==> images/flops_by_reg.png <==
The bar under the picture is 20 um long. Other sequential cells in the stronger gray, the rest of the logic in the fainter gray.
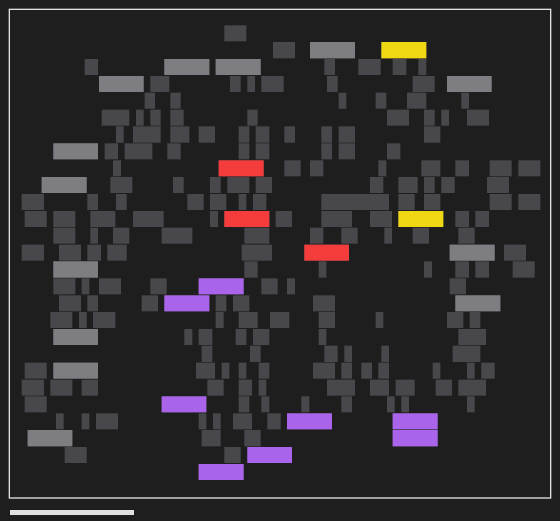
==> images/detail.png <==
The bar under the picture is 10 um long. Window x 9 to 34, y 7 to 32 um. Cells in gray, sequential cells in the stronger gray; small squares are vias.
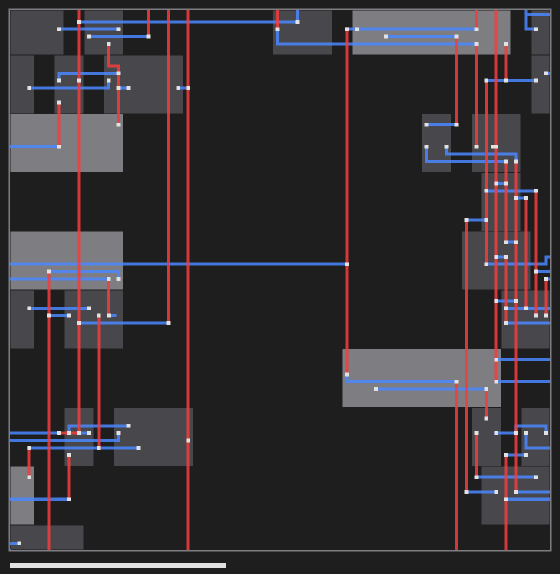
==> images/logic_types.png <==
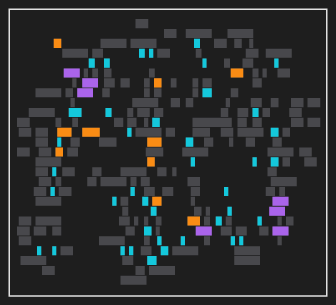
==> images/io_fan.png <==
The bar under the picture is 20 um long.
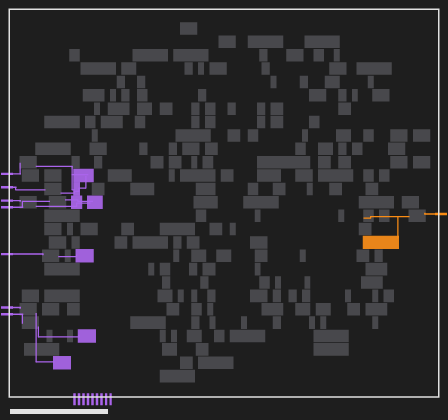
==> images/congestion.png <==
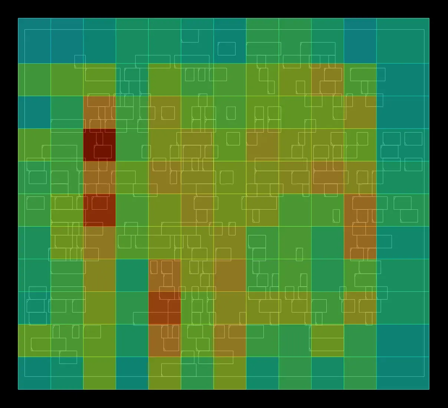
## src/rtl/lc3_pipe_ctrl.sv

```systemverilog
// lc3_pipe_ctrl -- pipeline sequencing controller for the LC3 core.
//
// Generates the per-stage enables around decode. After reset the pipe fills
// one stage per cycle. In steady state a memory instruction in execute
// freezes the whole pipe until the data access completes, and a BR/JMP
// leaving decode holds fetch/PC update for BR_BUBBLES cycles. A one-cycle
// br_taken pulse is raised in the last of those cycles when the PC should
// be redirected.
//
// Optional build macro: LC3_CTRL_STALL_CNT_EN adds a saturating
// stall_count output that counts fetch-stalled cycles outside FILL.
//
// Ports:
//   clock            pipeline clock, rising edge
//   reset            synchronous active-high reset
//   Instr_Reg[15:0]  instruction at decode output (control-op detection)
//   IR_Exec[15:0]    instruction in execute (memory-op detection)
//   npc_out[15:0]    decode NPC, trace only
//   en_de            decode enable as seen at decode output
//   psr[2:0]         NZP flags
//   complete_data    data memory access finished this cycle
//   enable_updatePC / enable_fetch / enable_decode / enable_execute /
//   enable_writeback stage enables (registered)
//   br_taken         one-cycle PC redirect pulse (registered)
//   mem_state[1:0]   0=read, 1=indirect read, 2=write, 3=idle (registered)
//   stall_count[15:0] only with LC3_CTRL_STALL_CNT_EN
//
// state      | meaning
// -----------+-------------------------------------------------------
// ST_FILL    | post-reset fill, stages switched on one per cycle
// ST_RUN     | all stages enabled, watching for memory/control ops
// ST_MEM_RD  | pipe frozen, data read in progress
// ST_MEM_WR  | pipe frozen, data write in progress
// ST_MEM_IND | pipe frozen, pointer read of LDI/STI in progress
// ST_BR_WAIT | fetch/PC held while a BR/JMP resolves

module lc3_pipe_ctrl #(
  parameter int BR_BUBBLES  = 3,
  parameter int FILL_CYCLES = 3
) (
  input  logic        clock,
  input  logic        reset,
  input  logic [15:0] Instr_Reg,
  input  logic [15:0] IR_Exec,
  input  logic [15:0] npc_out,
  input  logic        en_de,
  input  logic [2:0]  psr,
  input  logic        complete_data,
  output logic        enable_updatePC,
  output logic        enable_fetch,
  output logic        enable_decode,
  output logic        enable_execute,
  output logic        enable_writeback,
  output logic        br_taken,
  output logic [1:0]  mem_state
`ifdef LC3_CTRL_STALL_CNT_EN
  ,
  output logic [15:0] stall_count
`endif
);

  localparam logic [3:0] OP_BR  = 4'b0000;
  localparam logic [3:0] OP_JMP = 4'b1100;

  localparam logic [1:0] MS_RD   = 2'd0;
  localparam logic [1:0] MS_IND  = 2'd1;
  localparam logic [1:0] MS_WR   = 2'd2;
  localparam logic [1:0] MS_IDLE = 2'd3;

  typedef enum logic [2:0] {
    ST_FILL,
    ST_RUN,
    ST_MEM_RD,
    ST_MEM_WR,
    ST_MEM_IND,
    ST_BR_WAIT
  } state_t;

  state_t      state_q;
  logic [7:0]  fill_q;
  logic [2:0]  bub_q;
  logic        store_q;
  logic        jmp_q;
  logic [2:0]  nzp_q;
  logic        en_pc_q, en_fetch_q, en_dec_q, en_exe_q, en_wb_q;
  logic        br_taken_q;
  logic [1:0]  mem_state_q;

  logic [3:0]  op_de, op_ex;
  logic        ex_is_mem, de_is_ctrl;

  assign op_de = Instr_Reg[15:12];
  assign op_ex = IR_Exec[15:12];

  // Memory opcodes are exactly the ones with bits [13:12] != 00 among
  // {0010,0011,0110,0111,1010,1011}; listing them keeps it readable.
  always_comb begin
    ex_is_mem = 1'b0;
    case (op_ex)
      4'b0010, 4'b0110, 4'b1010,
      4'b0011, 4'b0111, 4'b1011: ex_is_mem = 1'b1;
      default:                   ex_is_mem = 1'b0;
    endcase
  end

  assign de_is_ctrl = (op_de == OP_BR) || (op_de == OP_JMP);

  // Instruction fields not needed for sequencing decisions.
  logic unused_bits;
  assign unused_bits = ^{npc_out, Instr_Reg[8:0], IR_Exec[11:0]};

  function automatic logic redirect(input logic is_jmp, input logic [2:0] nzp,
                                    input logic [2:0] flags);
    return is_jmp | (|(nzp & flags));
  endfunction

  always_ff @(posedge clock) begin
    if (reset) begin
      state_q     <= ST_FILL;
      fill_q      <= 8'd0;
      bub_q       <= 3'd0;
      store_q     <= 1'b0;
      jmp_q       <= 1'b0;
      nzp_q       <= 3'd0;
      en_pc_q     <= 1'b0;
      en_fetch_q  <= 1'b0;
      en_dec_q    <= 1'b0;
      en_exe_q    <= 1'b0;
      en_wb_q     <= 1'b0;
      br_taken_q  <= 1'b0;
      mem_state_q <= MS_IDLE;
    end else begin
      br_taken_q <= 1'b0;
      case (state_q)
        ST_FILL: begin
          // fill_q counts edges already taken; this edge produces cycle fill_q+1.
          fill_q      <= fill_q + 8'd1;
          en_pc_q     <= 1'b1;
          en_fetch_q  <= 1'b1;
          en_dec_q    <= (fill_q >= 8'd1);
          en_exe_q    <= (fill_q >= 8'd2);
          mem_state_q <= MS_IDLE;
          if (fill_q == 8'(FILL_CYCLES)) begin
            en_wb_q <= 1'b1;
            state_q <= ST_RUN;
          end
        end

        ST_RUN: begin
          mem_state_q <= MS_IDLE;
          if (ex_is_mem) begin
            // Memory stall takes priority; a control op waiting in decode is
            // picked up again once the pipe resumes.
            en_pc_q    <= 1'b0;
            en_fetch_q <= 1'b0;
            en_dec_q   <= 1'b0;
            en_exe_q   <= 1'b0;
            en_wb_q    <= 1'b0;
            store_q    <= IR_Exec[12];
            if (IR_Exec[15]) begin
              state_q     <= ST_MEM_IND;
              mem_state_q <= MS_IND;
            end else if (IR_Exec[12]) begin
              state_q     <= ST_MEM_WR;
              mem_state_q <= MS_WR;
            end else begin
              state_q     <= ST_MEM_RD;
              mem_state_q <= MS_RD;
            end
          end else if (en_de && de_is_ctrl) begin
            en_pc_q    <= 1'b0;
            en_fetch_q <= 1'b0;
            en_dec_q   <= 1'b1;
            en_exe_q   <= 1'b1;
            en_wb_q    <= 1'b1;
            jmp_q      <= (op_de == OP_JMP);
            nzp_q      <= Instr_Reg[11:9];
            bub_q      <= 3'(BR_BUBBLES - 1);
            // With a single bubble the entry cycle is also the final one.
            br_taken_q <= (BR_BUBBLES == 1) &&
                          redirect(op_de == OP_JMP, Instr_Reg[11:9], psr);
            state_q    <= ST_BR_WAIT;
          end else begin
            en_pc_q    <= 1'b1;
            en_fetch_q <= 1'b1;
            en_dec_q   <= 1'b1;
            en_exe_q   <= 1'b1;
            en_wb_q    <= 1'b1;
          end
        end

        ST_MEM_IND: begin
          if (complete_data) begin
            state_q     <= store_q ? ST_MEM_WR : ST_MEM_RD;
            mem_state_q <= store_q ? MS_WR : MS_RD;
          end
        end

        ST_MEM_RD, ST_MEM_WR: begin
          if (complete_data) begin
            state_q     <= ST_RUN;
            mem_state_q <= MS_IDLE;
            en_pc_q     <= 1'b1;
            en_fetch_q  <= 1'b1;
            en_dec_q    <= 1'b1;
            en_exe_q    <= 1'b1;
            // Stores have nothing to write back on the resume cycle.
            en_wb_q     <= (state_q == ST_MEM_RD);
          end
        end

        ST_BR_WAIT: begin
          if (bub_q == 3'd0) begin
            state_q    <= ST_RUN;
            en_pc_q    <= 1'b1;
            en_fetch_q <= 1'b1;
          end else begin
            bub_q      <= bub_q - 3'd1;
            br_taken_q <= (bub_q == 3'd1) && redirect(jmp_q, nzp_q, psr);
          end
        end

        default: begin
          state_q     <= ST_FILL;
          fill_q      <= 8'd0;
          en_pc_q     <= 1'b0;
          en_fetch_q  <= 1'b0;
          en_dec_q    <= 1'b0;
          en_exe_q    <= 1'b0;
          en_wb_q     <= 1'b0;
          mem_state_q <= MS_IDLE;
        end
      endcase
    end
  end

`ifdef LC3_CTRL_STALL_CNT_EN
  logic [15:0] stall_cnt_q;
  always_ff @(posedge clock) begin
    if (reset) begin
      stall_cnt_q <= 16'd0;
    end else if ((state_q != ST_FILL) && !en_fetch_q && (stall_cnt_q != 16'hFFFF)) begin
      stall_cnt_q <= stall_cnt_q + 16'd1;
    end
  end
  assign stall_count = stall_cnt_q;
`endif

  assign enable_updatePC  = en_pc_q;
  assign enable_fetch     = en_fetch_q;
  assign enable_decode    = en_dec_q;
  assign enable_execute   = en_exe_q;
  assign enable_writeback = en_wb_q;
  assign br_taken         = br_taken_q;
  assign mem_state        = mem_state_q;

endmodule

```

## config.mk

```make
export PLATFORM = sky130hd
export DESIGN_NAME = lc3_pipe_ctrl
export DESIGN_NICKNAME = d
export VERILOG_FILES = /design/src/rtl/lc3_pipe_ctrl.sv
export SDC_FILE = /design/constraint.sdc
export NUM_CORES = 1
export LEC_CHECK = 0
export CELL_PAD_IN_SITES_DETAIL_PLACEMENT = 1
export CELL_PAD_IN_SITES_GLOBAL_PLACEMENT = 2
export CORE_ASPECT_RATIO = 0.9
export CORE_MARGIN = 1
export CORE_UTILIZATION = 23
export DETAILED_ROUTE_END_ITERATION = 6
export PLACE_DENSITY_LB_ADDON = 0.1
export SETUP_SLACK_MARGIN = 0.4
export SLEW_MARGIN = 20
export SYNTH_ARGS = -nofsm -noshare
export SYNTH_HDL_FRONTEND = slang
export SYNTH_SLANG_ARGS = --single-unit
export TNS_END_PERCENT = 5
```

## constraint.sdc

```tcl
create_clock -name clock -period 2.4 [get_ports clock]
set_input_delay 0.48 -clock clock [delete_from_list [all_inputs] [get_ports clock]]
set_output_delay 0.48 -clock clock [all_outputs]
set_load 0.01 [all_outputs]
```

==> job_summary.md <==
### Flow metrics

| Metric | Value |
|---|---|
| Met2 usage | 0.223 |
| Clk slew on worst S/H paths | 0.10 ns |
| Met1 WL | 2.15 mm |
| Final-layout non-clock buffer area share | 0.166 |
| Hpwl dp | 3.24 mm |
| Antenna violations before repair | 0 |
| Worst slew margin | 0.655 |
| # Cells Yosys | 183 |
| Leak | 0.744 nW |
| Dominant kind of cell | combinational gates |
| First-pass GRT wire length | 7.13 mm |
| Crit path cell chain | clkdlybuf4s50_1 -> or3b_4 -> or4b_4 -> mux2i_1 -> nor2_1 |
| Worst min-delay path category | reg2reg |
| Fillers | 757 |
| Clk Latency, worst-skew pair | 0.28 ns |
| CP endpoint kind | register |
| Init Core Util | 0.241 |
| Crit-path slowest cell | or4b_4 |
| Pre-CTS setup slack | -0.0298 ns |
| CP Depth | 5 |
| Mapped Nets | 245 |
| Seq cells post-synth | 26 |
| Number of enable flip-flop cells | 0 |
| Max Transition Viols Final | 0 |
| Synthesis area per yosys | 1500 um^2 |
| Fin Clk Skew | 0.00163 ns |
| Reg2Reg Depth | 5 |
| Max Fanout on Critical Path | 5 |
| Worst R2R Start | state_q[2] |
| And+or+nand+nor area frac | 0.276 |
| Vias per std cell | 4.79 |
| Row cnt | 27 |
| Non-filler instance count after layout | 298 |
| Worst Tran Pin Value | 0.513 ns |
| Post-synthesis cell type count | 48 |
| Outcome | completed |
| OpenROAD warning count | 68 |
| Delay-heaviest family, CP | simple AND/OR/NAND/NOR gates |
| Worst path bufs/invs | 1 |
| Post-synth top area cell | dfxtp_1 |
| Full die area | 6840 um^2 |
| Synth Area in XOR/XNOR | 0.0351 |
| Layout area overhead | 31.1% |
| WL met3 | 137 um |
| Worst reg-to-reg setup slack | 0.63 ns |
| Worst Hold Depth | 2 |
| Top area contributor share | 0.348 |
| Setup ws final | 0.447 ns |
| Largest net degree at the start of global routing | 24 |
| Synth top cells by count | dfxtp_1, nor2_1, a21oi_1 |
| Total negative slack | 0 ns |
Back to the opening pictures, flops_by_reg.png:
Yellow marks `mem_state`, flops 2. Purple marks `fill_q`, flops 8. Red marks `state_q`, flops 3.
Layout Utilization: 0.316
power in sequential cells: 554 uW
sequential cell area: 520 um^2
Seq area share: 0.265

Back to the opening pictures, detail.png:
Red marks metal 2. Blue marks metal 1.
21 logic cells have their middle in the window. Netlist names of flops here include `fill_q` (2), `nzp_q` (2). Most frequent: nor2_1 (6), dfxtp_1 (4). Sequential cells in the window: 4.

Back to the opening pictures, logic_types.png:
Purple marks fa/ha/maj cells, cells 7. Cyan marks nor cells, cells 40, where widely spread. Orange marks and/or cells, cells 10.
Comb area share: 0.466
most frequent logic cell in the layout: dfxtp_1

Back to the opening pictures, io_fan.png:
Orange marks `enable_execute`, direction output, end cells 1, buffers 1, wire 16.4 um. Purple marks `Instr_Reg`, direction input, end cells 7, buffers 7, wire 104 um.
# IOs: 63
I/O Buffers: 25

Back to the opening pictures, congestion.png:
gr busiest metal: met2
met3 Usage GRT: 0.0284

Power and IR drop assume default switching activity.
